===== src/rtl/canvas_scanout_pkg.sv =====
// Shared constants, state encoding and address helper for the canvas scanout path.
// Grid is 32x32 cells per slot region, of which 32x24 are visible.
package canvas_scanout_pkg;

    localparam int CELL_DIM       = 5;
    localparam int COLS           = 32;
    localparam int ROWS           = 24;
    localparam int DEF_SLOT_SHIFT = 10;

    localparam int CX_W     = 5;
    localparam int CY_W     = 5;
    localparam int ADDR_W   = 15;
    localparam int COLOUR_W = 3;

    typedef enum logic [2:0] {
        ST_IDLE = 3'd0,
        ST_REQ  = 3'd1,
        ST_WAIT = 3'd2,
        ST_DRAW = 3'd3,
        ST_NEXT = 3'd4,
        ST_DONE = 3'd5
    } state_e;

    // Slot base is slot << shift; the cell index occupies the low ten bits.
    function automatic logic [ADDR_W-1:0] cell_addr(input logic            slot,
                                                    input logic [CY_W-1:0] cy,
                                                    input logic [CX_W-1:0] cx,
                                                    input int              shift);
        return (ADDR_W'(slot) << shift) | ADDR_W'({cy, cx});
    endfunction

endpackage


===== src/rtl/canvas_scanout_cell_pixel_walker.sv =====
// Walks the CELL_DIMENSION x CELL_DIMENSION pixel block of one cell, raster order.
// Latency: first pixel registered one cycle after start_i, then one pixel per step_i.
// Backpressure: none; the owner simply withholds step_i, x/y/plot then hold.
module cell_pixel_walker
    import canvas_scanout_pkg::*;
#(
    parameter int CELL_DIMENSION = CELL_DIM,
    parameter int XW             = 9,
    parameter int YW             = 8
) (
    input  logic            clk_i,
    input  logic            rst_ni,
    input  logic            start_i,
    input  logic            step_i,
    input  logic [CX_W-1:0] cx_i,
    input  logic [CY_W-1:0] cy_i,
    output logic [XW-1:0]   x_o,
    output logic [YW-1:0]   y_o,
    output logic            plot_o,
    output logic            last_o
);
    localparam int PW = (CELL_DIMENSION > 1) ? $clog2(CELL_DIMENSION) : 1;
    localparam logic [PW-1:0] PMAX = PW'(CELL_DIMENSION - 1);
    localparam logic [XW-1:0] CD_X = XW'(CELL_DIMENSION);
    localparam logic [YW-1:0] CD_Y = YW'(CELL_DIMENSION);

    logic [PW-1:0] px_q, px_d, py_q, py_d;
    logic [XW-1:0] x_q, x_d, x_base;
    logic [YW-1:0] y_q, y_d;
    logic          plot_q, plot_d;

    assign x_base = XW'(cx_i) * CD_X;
    assign last_o = plot_q && (px_q == PMAX) && (py_q == PMAX);

    always_comb begin
        px_d   = px_q;
        py_d   = py_q;
        x_d    = x_q;
        y_d    = y_q;
        plot_d = plot_q;
        if (start_i) begin
            px_d   = '0;
            py_d   = '0;
            x_d    = x_base;
            y_d    = YW'(cy_i) * CD_Y;
            plot_d = 1'b1;
        end else if (step_i && plot_q) begin
            // On the last pixel only the strobe drops; x/y keep the final coordinate.
            if (last_o) begin
                plot_d = 1'b0;
            end else if (px_q == PMAX) begin
                px_d = '0;
                py_d = py_q + 1'b1;
                x_d  = x_base;
                y_d  = y_q + 1'b1;
            end else begin
                px_d = px_q + 1'b1;
                x_d  = x_q + 1'b1;
            end
        end
    end

    always_ff @(posedge clk_i or negedge rst_ni) begin
        if (!rst_ni) begin
            px_q   <= '0;
            py_q   <= '0;
            x_q    <= '0;
            y_q    <= '0;
            plot_q <= 1'b0;
        end else begin
            px_q   <= px_d;
            py_q   <= py_d;
            x_q    <= x_d;
            y_q    <= y_d;
            plot_q <= plot_d;
        end
    end

    assign x_o    = x_q;
    assign y_o    = y_q;
    assign plot_o = plot_q;

endmodule


===== src/rtl/canvas_scanout.sv =====
// Replays a stored slot from canvas memory to the VGA adapter as 5x5 cell plots.
// Latency: 3 + RAM_LATENCY-1 + 25 cycles per cell; oDone after the last cell.
// Backpressure: none; iStart is ignored while busy. SCANOUT_SKIP_BLANK_EN skips black cells.
module canvas_scanout
    import canvas_scanout_pkg::*;
#(
    parameter int SCREEN_WIDTH   = 160,
    parameter int SCREEN_HEIGHT  = 120,
    parameter int CELL_DIMENSION = CELL_DIM,
    parameter int RAM_LATENCY    = 1,
    parameter int SLOT_SHIFT     = DEF_SLOT_SHIFT
) (
    input  logic                             iClk,
    input  logic                             iResetn,
    input  logic                             iStart,
    input  logic                             iSlot,
    input  logic [COLOUR_W-1:0]              iQ,
    output logic [ADDR_W-1:0]                oAddress,
    output logic                             oChipSelect,
    output logic                             oWren,
    output logic [COLOUR_W-1:0]              oColour,
    output logic [$clog2(SCREEN_WIDTH):0]    oX_pixel,
    output logic [$clog2(SCREEN_HEIGHT):0]   oY_pixel,
    output logic                             oPlot,
    output logic                             oBusy,
    output logic                             oDone
);
    localparam int XW = $clog2(SCREEN_WIDTH) + 1;
    localparam int YW = $clog2(SCREEN_HEIGHT) + 1;
    localparam logic [1:0]      WAIT_INIT = 2'(RAM_LATENCY - 1);
    localparam logic [CX_W-1:0] CX_LAST   = CX_W'(COLS - 1);
    localparam logic [CY_W-1:0] CY_LAST   = CY_W'(ROWS - 1);

    state_e              state_q, state_d;
    logic                slot_q, slot_d;
    logic [CX_W-1:0]     cx_q, cx_d;
    logic [CY_W-1:0]     cy_q, cy_d;
    logic [COLOUR_W-1:0] colour_q, colour_d;
    logic [1:0]          wait_q, wait_d;
    logic                walk_start, walk_last, walk_plot;

    always_comb begin
        state_d    = state_q;
        slot_d     = slot_q;
        cx_d       = cx_q;
        cy_d       = cy_q;
        colour_d   = colour_q;
        wait_d     = wait_q;
        walk_start = 1'b0;
        case (state_q)
            ST_IDLE: begin
                if (iStart) begin
                    slot_d  = iSlot;
                    cx_d    = '0;
                    cy_d    = '0;
                    state_d = ST_REQ;
                end
            end
            ST_REQ: begin
                wait_d  = WAIT_INIT;
                state_d = ST_WAIT;
            end
            ST_WAIT: begin
                if (wait_q != '0) begin
                    wait_d = wait_q - 1'b1;
                end else begin
                    colour_d = iQ;
`ifdef SCANOUT_SKIP_BLANK_EN
                    if (iQ == '0) begin
                        state_d = ST_NEXT;
                    end else begin
                        walk_start = 1'b1;
                        state_d    = ST_DRAW;
                    end
`else
                    walk_start = 1'b1;
                    state_d    = ST_DRAW;
`endif
                end
            end
            ST_DRAW: begin
                if (walk_last) state_d = ST_NEXT;
            end
            ST_NEXT: begin
                // cx/cy are left on the final cell so the last address stays visible.
                if (cx_q == CX_LAST) begin
                    if (cy_q == CY_LAST) begin
                        state_d = ST_DONE;
                    end else begin
                        cx_d    = '0;
                        cy_d    = cy_q + 1'b1;
                        state_d = ST_REQ;
                    end
                end else begin
                    cx_d    = cx_q + 1'b1;
                    state_d = ST_REQ;
                end
            end
            ST_DONE: state_d = ST_IDLE;
            default: state_d = ST_IDLE;
        endcase
    end

    always_ff @(posedge iClk or negedge iResetn) begin
        if (!iResetn) begin
            state_q  <= ST_IDLE;
            slot_q   <= 1'b0;
            cx_q     <= '0;
            cy_q     <= '0;
            colour_q <= '0;
            wait_q   <= '0;
        end else begin
            state_q  <= state_d;
            slot_q   <= slot_d;
            cx_q     <= cx_d;
            cy_q     <= cy_d;
            colour_q <= colour_d;
            wait_q   <= wait_d;
        end
    end

    cell_pixel_walker #(
        .CELL_DIMENSION(CELL_DIMENSION),
        .XW            (XW),
        .YW            (YW)
    ) u_walker (
        .clk_i  (iClk),
        .rst_ni (iResetn),
        .start_i(walk_start),
        .step_i (state_q == ST_DRAW),
        .cx_i   (cx_q),
        .cy_i   (cy_q),
        .x_o    (oX_pixel),
        .y_o    (oY_pixel),
        .plot_o (walk_plot),
        .last_o (walk_last)
    );

    assign oAddress    = cell_addr(slot_q, cy_q, cx_q, SLOT_SHIFT);
    assign oChipSelect = (state_q == ST_REQ);
    assign oWren       = 1'b0;
    assign oColour     = colour_q;
    assign oPlot       = walk_plot;
    assign oBusy       = (state_q != ST_IDLE) && (state_q != ST_DONE);
    assign oDone       = (state_q == ST_DONE);

endmodule


===== config.mk =====
export PLATFORM = sky130hd
export DESIGN_NAME = canvas_scanout
export DESIGN_NICKNAME = d
export VERILOG_FILES = /design/src/rtl/canvas_scanout_pkg.sv /design/src/rtl/canvas_scanout_cell_pixel_walker.sv /design/src/rtl/canvas_scanout.sv
export SDC_FILE = /design/constraint.sdc
export NUM_CORES = 1
export LEC_CHECK = 0
export ABC_AREA = 1
export CAP_MARGIN = 20
export CELL_PAD_IN_SITES_DETAIL_PLACEMENT = 1
export CELL_PAD_IN_SITES_GLOBAL_PLACEMENT = 2
export CORE_MARGIN = 3
export CORE_UTILIZATION = 33
export DETAILED_ROUTE_END_ITERATION = 10
export GPL_TIMING_DRIVEN = 0
export PLACE_DENSITY_LB_ADDON = 0.1
export SYNTH_ARGS = -nofsm -noshare
export SYNTH_HDL_FRONTEND = slang
export SYNTH_SLANG_ARGS = --single-unit

===== constraint.sdc =====
create_clock -name iClk -period 5.4 [get_ports iClk]
set_clock_uncertainty 0.05 [all_clocks]
set_input_delay 1.62 -clock iClk [delete_from_list [all_inputs] [get_ports iClk]]
set_output_delay 1.62 -clock iClk [all_outputs]
set_load 0.05 [all_outputs]

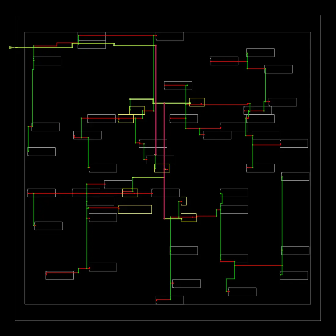
**Above:** run 1 (the clock network).
seq_cells: 43
CTS Sinks: 43
clock buffers: 6

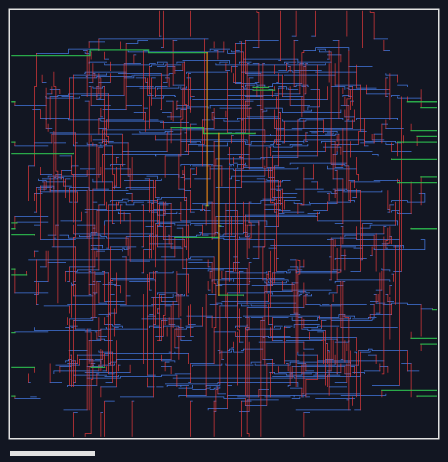
**Above:** run 1 (wiring by layer).
The bar under the picture is 20 um long.
legend:
  metal 4:
    colour: orange
    wire_length: 74.1 um
  metal 3:
    colour: green
    wire_length: 218 um
  metal 1:
    colour: blue
    wire_length: 3840 um
  metal 2:
    colour: red
    wire_length: 3700 um
GRT Resource Usage Total: 16.60%
wire per inst: 14.24 um
final WL: 7.834 mm
routed vias: 2673

==> impl_metrics.yaml, run 1 <==
# synthesis and place-and-route metrics
placed_design:
  post-dp-hpwl_mm: 6.002
  gp_congestion: 0.7862
  dpl_worst_slack_ps: 2100
  placed_cells: 542
detailed_routing:
  viasPerCell: 4.860
  remaining_drc_errors: 0
  antenna_left: 0
  drtIter0Drc: 50
  routed.top_layer: "met4"
yosys:
  yosysSeqAreaShare_pct: 36.26
  top_area_cell: "dfrtp_1"
  ys_top_logic_family: "simple AND/OR/NAND/NOR gates"
  ff_type: "dfrtp_1"
  synthCells: 391
  async_reset_ff_share_pct: 100.0
  ys_warn_count: 0
  ys_types: 34
  avgSynthCellArea_sq_um: 7.590
  yosysMostFrequentCell: "nand2_1"
  area_leaders: "dfrtp_1, nand2_1, ha_1"
  synth-simple-area-share_pct: 32.00
  top_cells_by_count: "nand2_1, dfrtp_1, inv_1"
  ys_area_sq_um: 2968
  ys_sh_mux_pct: 0.3794
pwr:
  swShare_pct: 23.11
  comb-power_w: 0.0000308
  peakVddDrop_mv: 0.09533
  p_clk_w: 0.000273
  combinationalPowerShare_pct: 4.9
  cellLeakagePower_nw: 1.791
  power.total_w: 0.0006276
  p_seq_w: 0.000323
  p_clk_share_pct: 43.6
  p_sw_w: 0.0001450
critical_path:
  crit_family: "buffers and inverters"
  worstReg2RegEnd: "u_walker.y_o[5]$_DFFE_PN0P_"
  endpoint: "oDone"
  critical_path_depth: 4
  startpoint: "state_q[1]$_DFFE_PN0P_"
  rr_worst_depth: 10
  end_kind: "output port"
  start_kind: "flop"
  critPathKind: "reg2out"
  crit_chain: "inv_1 > nand2_1 > nor2_1 > clkdlybuf4s50_1"
  crit_path_max_incr_delay_ps: 830
  r2r-start: "cy_q[3]$_DFFE_PN0P_"
  slowest_stage: "clkdlybuf4s50_1"
timing:
  slew_headroom_pct: 61.52
  hold_viol_final: 0
  tns_ps: 0
  rsz0062_at_grt: "false"
  setup_viol: 0
  hold_slack_ps: 439.2
  layout_setup_ws_ps: 1756
  period_used_pct: 67.49
  timing.fmax_mhz: 274.4
clocking:
  ctsHtreeMaxLevel: 2
  root_buffer: "clkbuf_8"
  cts_tree: "built"
  post_cts_buffers: 0
  cts_resized: 0
worst_hold_path:
  whs_endpoint: "oColour[0]$_DFFE_PN0P_"
  min_from: "oColour[0]$_DFFE_PN0P_"
  holdPathStages: 2
  worstHoldPathType: "reg2reg"
global_route:
  met1_usage_pct: 22.78
  grt-busiest-layer: "met2"
  grt_max_degree: 23
  antenna_found_initial: 0
  grt_pass1_vias: 2698
  grt_overflow: 0
cells_and_area:
  post-route-util_pct: 43.21
  mostFrequentLayoutCells: "nand2_1, inv_1, dfrtp_1"
  layout_top_cell: "nand2_1"
  combGateArea_sq_um: 1629
  insertedDiodeCount: 0
  stdcell_count: 550
  n_all_inverters: 47
  largest_register_ffs: 9
  syn_to_final_growth_pct: 23.23
  num-fill-cells: 1073
  nonClkBufAreaFrac_pct: 14.37
floorplanning:
  initial_utilization_pct: 35.06
  nWellTaps: 105
  rows: 33
  chipHeight_um: 100.8
  die-area_sq_um: 10170
flow_run:
  maxCapViolCount: 0
  openroad.warnings: 28
run_status:
  outcome: "finished clean"
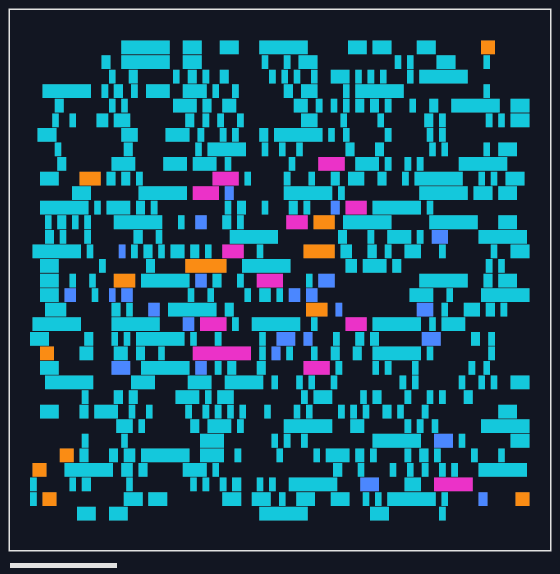
**Above:** run 1 (sizing map).
The bar under the picture is 20 um long.
legend:
  _0 and _1 cells:
    colour: cyan
    cells: 396
    share: 89%
  _2 cells:
    colour: blue
    cells: 25
    share: 5.6%
  _6 and larger:
    colour: magenta
    cells: 12
    share: 2.7%
  _3 and _4 cells:
    colour: orange
    cells: 12
    share: 2.7%
final instance area: 3657 sq um
bufs w/o clock: 54

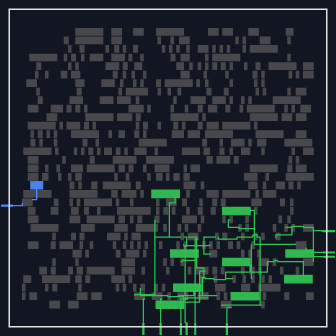
**Above:** run 1 (I/O nets highlighted).
legend:
  oX_pixel:
    colour: green
    bits: 9
    direction: output
    edge: 6 bottom, 3 right
    end_cells: 9
    buffers: 9
    wire: 448 um
  iSlot:
    colour: blue
    bits: 1
    direction: input
    edge: left
    end_cells: 1
    buffers: 1
    wire: 9.40 um
IO Port Bufs: 41
I/O pin cnt: 47

**Run 1: sequential cells coloured by netlist name**

The bar under the picture is 20 um long. Other sequential cells in the stronger grey, the rest of the logic in the fainter grey.
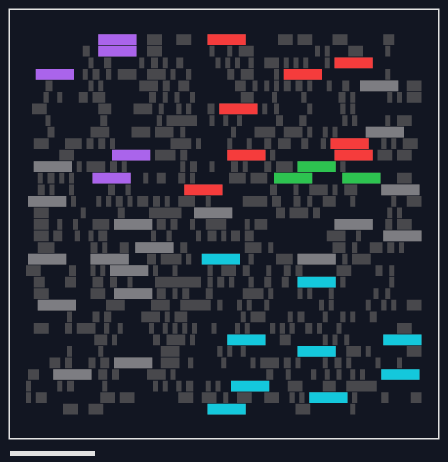

==> run 2: changes to the inputs <==
--- a/config.mk
+++ b/config.mk
@@ -10,7 +10,7 @@
 export CELL_PAD_IN_SITES_DETAIL_PLACEMENT = 1
 export CELL_PAD_IN_SITES_GLOBAL_PLACEMENT = 2
 export CORE_MARGIN = 3
-export CORE_UTILIZATION = 33
+export CORE_UTILIZATION = 31
 export DETAILED_ROUTE_END_ITERATION = 10
 export GPL_TIMING_DRIVEN = 0
 export PLACE_DENSITY_LB_ADDON = 0.1
==> constraint.sdc (replaced) <==
create_clock -name iClk -period 3.55 [get_ports iClk]
set_clock_uncertainty 0.05 [all_clocks]
set_input_delay 1.065 -clock iClk [delete_from_list [all_inputs] [get_ports iClk]]
set_output_delay 1.065 -clock iClk [all_outputs]
set_load 0.05 [all_outputs]
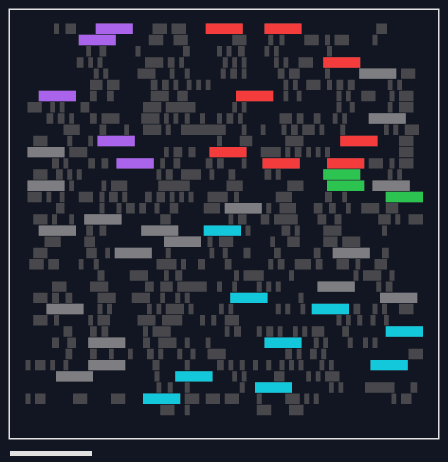
**Above:** run 2 (sequential cells coloured by netlist name).
The bar under the picture is 20 um long. Other sequential cells in the stronger grey, the rest of the logic in the fainter grey.
legend:
  cy_q:
    colour: purple
    sequential_cells: 5
    where: upper left
  u_walker.x_o:
    colour: cyan
    sequential_cells: 9
  u_walker.py_q:
    colour: green
    sequential_cells: 3
  u_walker.y_o:
    colour: red
    sequential_cells: 8
not coloured: 18
final core occ: 39.72%
register area: 1076 sq um

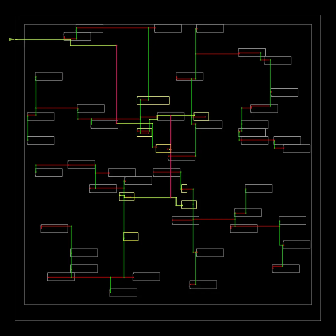
**Above:** run 2 (the clock network).
Skew-Pair Late Insertion Delay: 300 ps
total CTS buffers: 5
P_clk: 0.000411 W

==> run 2 against run 1 <==
Net effect: clock power is 51% higher; hold slack worse by 0.93 ps; combinational power up 52%; highest routed layer unchanged; critical path depth stayed put; sequential share of layout area shrank 0.24 points; first-iteration DRC count increased by 2.0%.
==> impl_metrics.yaml, run 2 <==
# synthesis and place-and-route metrics
placed_design:
  gp_congestion: 0.7468
  post-dp-hpwl_mm: 5.918
  port_buffers: 41
  dpl_worst_slack_ps: 802.0
  placed_cells: 566
detailed_routing:
  post_drt_wl_per_cell_um: 13.28
  routed.top_layer: "met4"
  remaining_drc_errors: 0
  dr_wl_met3_um: 177
  antenna_left: 0
  wl_mm: 7.625
  drtIter0Drc: 51
  viasPerCell: 4.552
  routed-via-count: 2613
critical_path:
  crit_family: "buffers and inverters"
  r2r-start: "cx_q[1]$_DFFE_PN0P_"
  start_kind: "flop"
  crit_required_ps: 2430
  end_kind: "output port"
  crit_chain: "inv_1 > nand2_1 > nor2_1 > clkdlybuf4s50_1"
  crit_path_max_incr_delay_ps: 840
  critical_path_depth: 4
  startpoint: "state_q[1]$_DFFE_PN0P_"
  slowest_stage: "clkdlybuf4s50_1"
  endpoint: "oChipSelect"
  rr_worst_depth: 8
  worstReg2RegEnd: "u_walker.x_o[5]$_DFFE_PN0P_"
  critPathKind: "reg2out"
cells_and_area:
  design_area_sq_um: 3687
  stdcell_count: 574
  mostFrequentLayoutCells: "nand2_1, inv_1, dfrtp_1"
  n_all_inverters: 47
  layout_top_cell: "nand2_1"
  num-fill-cells: 1162
  seq_area_share_pct: 29.18
  largest_register_ffs: 9
  combGateArea_sq_um: 1629
  syn_to_final_growth_pct: 24.24
  num-clock-buffers: 6
  flop-count: 43
  insertedDiodeCount: 0
  nonClkBufAreaFrac_pct: 14.25
  clkCellAreaFrac_pct: 3.190
  nNonClkBuffers: 54
floorplanning:
  die-area_sq_um: 10780
  die_w_um: 103.8
  nWellTaps: 129
  ios: 47
  rows: 35
  chipHeight_um: 103.8
  initial_utilization_pct: 31.97
yosys:
  ys_sh_mux_pct: 0.3794
  async_reset_ff_share_pct: 100.0
  top_area_cell: "dfrtp_1"
  adder_share_pct: 10.62
  ys_area_sq_um: 2968
  avgSynthCellArea_sq_um: 7.590
  synthCells: 391
  top_cells_by_count: "nand2_1, dfrtp_1, inv_1"
  area_leaders: "dfrtp_1, nand2_1, ha_1"
  ys_top_logic_family: "simple AND/OR/NAND/NOR gates"
  synth-simple-area-share_pct: 32.00
  ff_type: "dfrtp_1"
  yosysSeqAreaShare_pct: 36.26
  ys_cells: 391
  ys_warn_count: 0
  ys_types: 34
  yosysMostFrequentCell: "nand2_1"
pwr:
  p_clk_share_pct: 43.3
  swShare_pct: 22.75
  power.total_w: 0.0009501
  p_seq_w: 0.000492
  peakVddDrop_mv: 0.1225
  comb-power_w: 0.0000467
  power.internal_w: 0.0007340
  cellLeakagePower_nw: 1.791
  combinationalPowerShare_pct: 4.9
  p_sw_w: 0.0002161
run_status:
  outcome: "finished clean"
timing:
  timing.fmax_mhz: 324.0
  layout_setup_ws_ps: 464.0
  setup_viol: 0
  period_used_pct: 86.93
  tns_ps: 0
  slew_headroom_pct: 64.24
  hold_viol_final: 0
  rsz0062_at_grt: "false"
  hold_slack_ps: 438.2
global_route:
  grt-busiest-layer: "met2"
  grt_max_degree: 24
  antenna_found_initial: 0
  grt_pass1_vias: 2665
  grt_overflow: 0
  met1_usage_pct: 21.75
  track_usage_pct: 15.00
clocking:
  root_buffer: "clkbuf_8"
  post_cts_buffers: 0
  cts_tree: "built"
  ctsHtreeMaxLevel: 2
  cts_resized: 0
  clk_pin_slew_ps: 90
  clock-sinks: 43
  ctsHoldBuffers: 0
worst_hold_path:
  holdPathStages: 2
  worstHoldPathType: "reg2reg"
  whs_endpoint: "oColour[0]$_DFFE_PN0P_"
  min_from: "oColour[0]$_DFFE_PN0P_"
flow_run:
  maxCapViolCount: 0
  openroad.warnings: 28
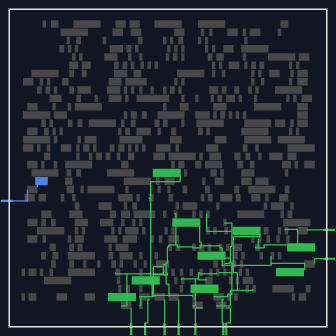
**Above:** run 2 (I/O nets highlighted).
legend:
  iSlot:
    colour: blue
    bits: 1
    direction: input
    edge: left
    end_cells: 1
    buffers: 1
    wire: 12.3 um
  oX_pixel:
    colour: green
    bits: 9
    direction: output
    edge: 7 bottom, 2 right
    end_cells: 9
    buffers: 9
    wire: 461 um

Power figures rest on the tool's default switching activity, not on a simulated workload.
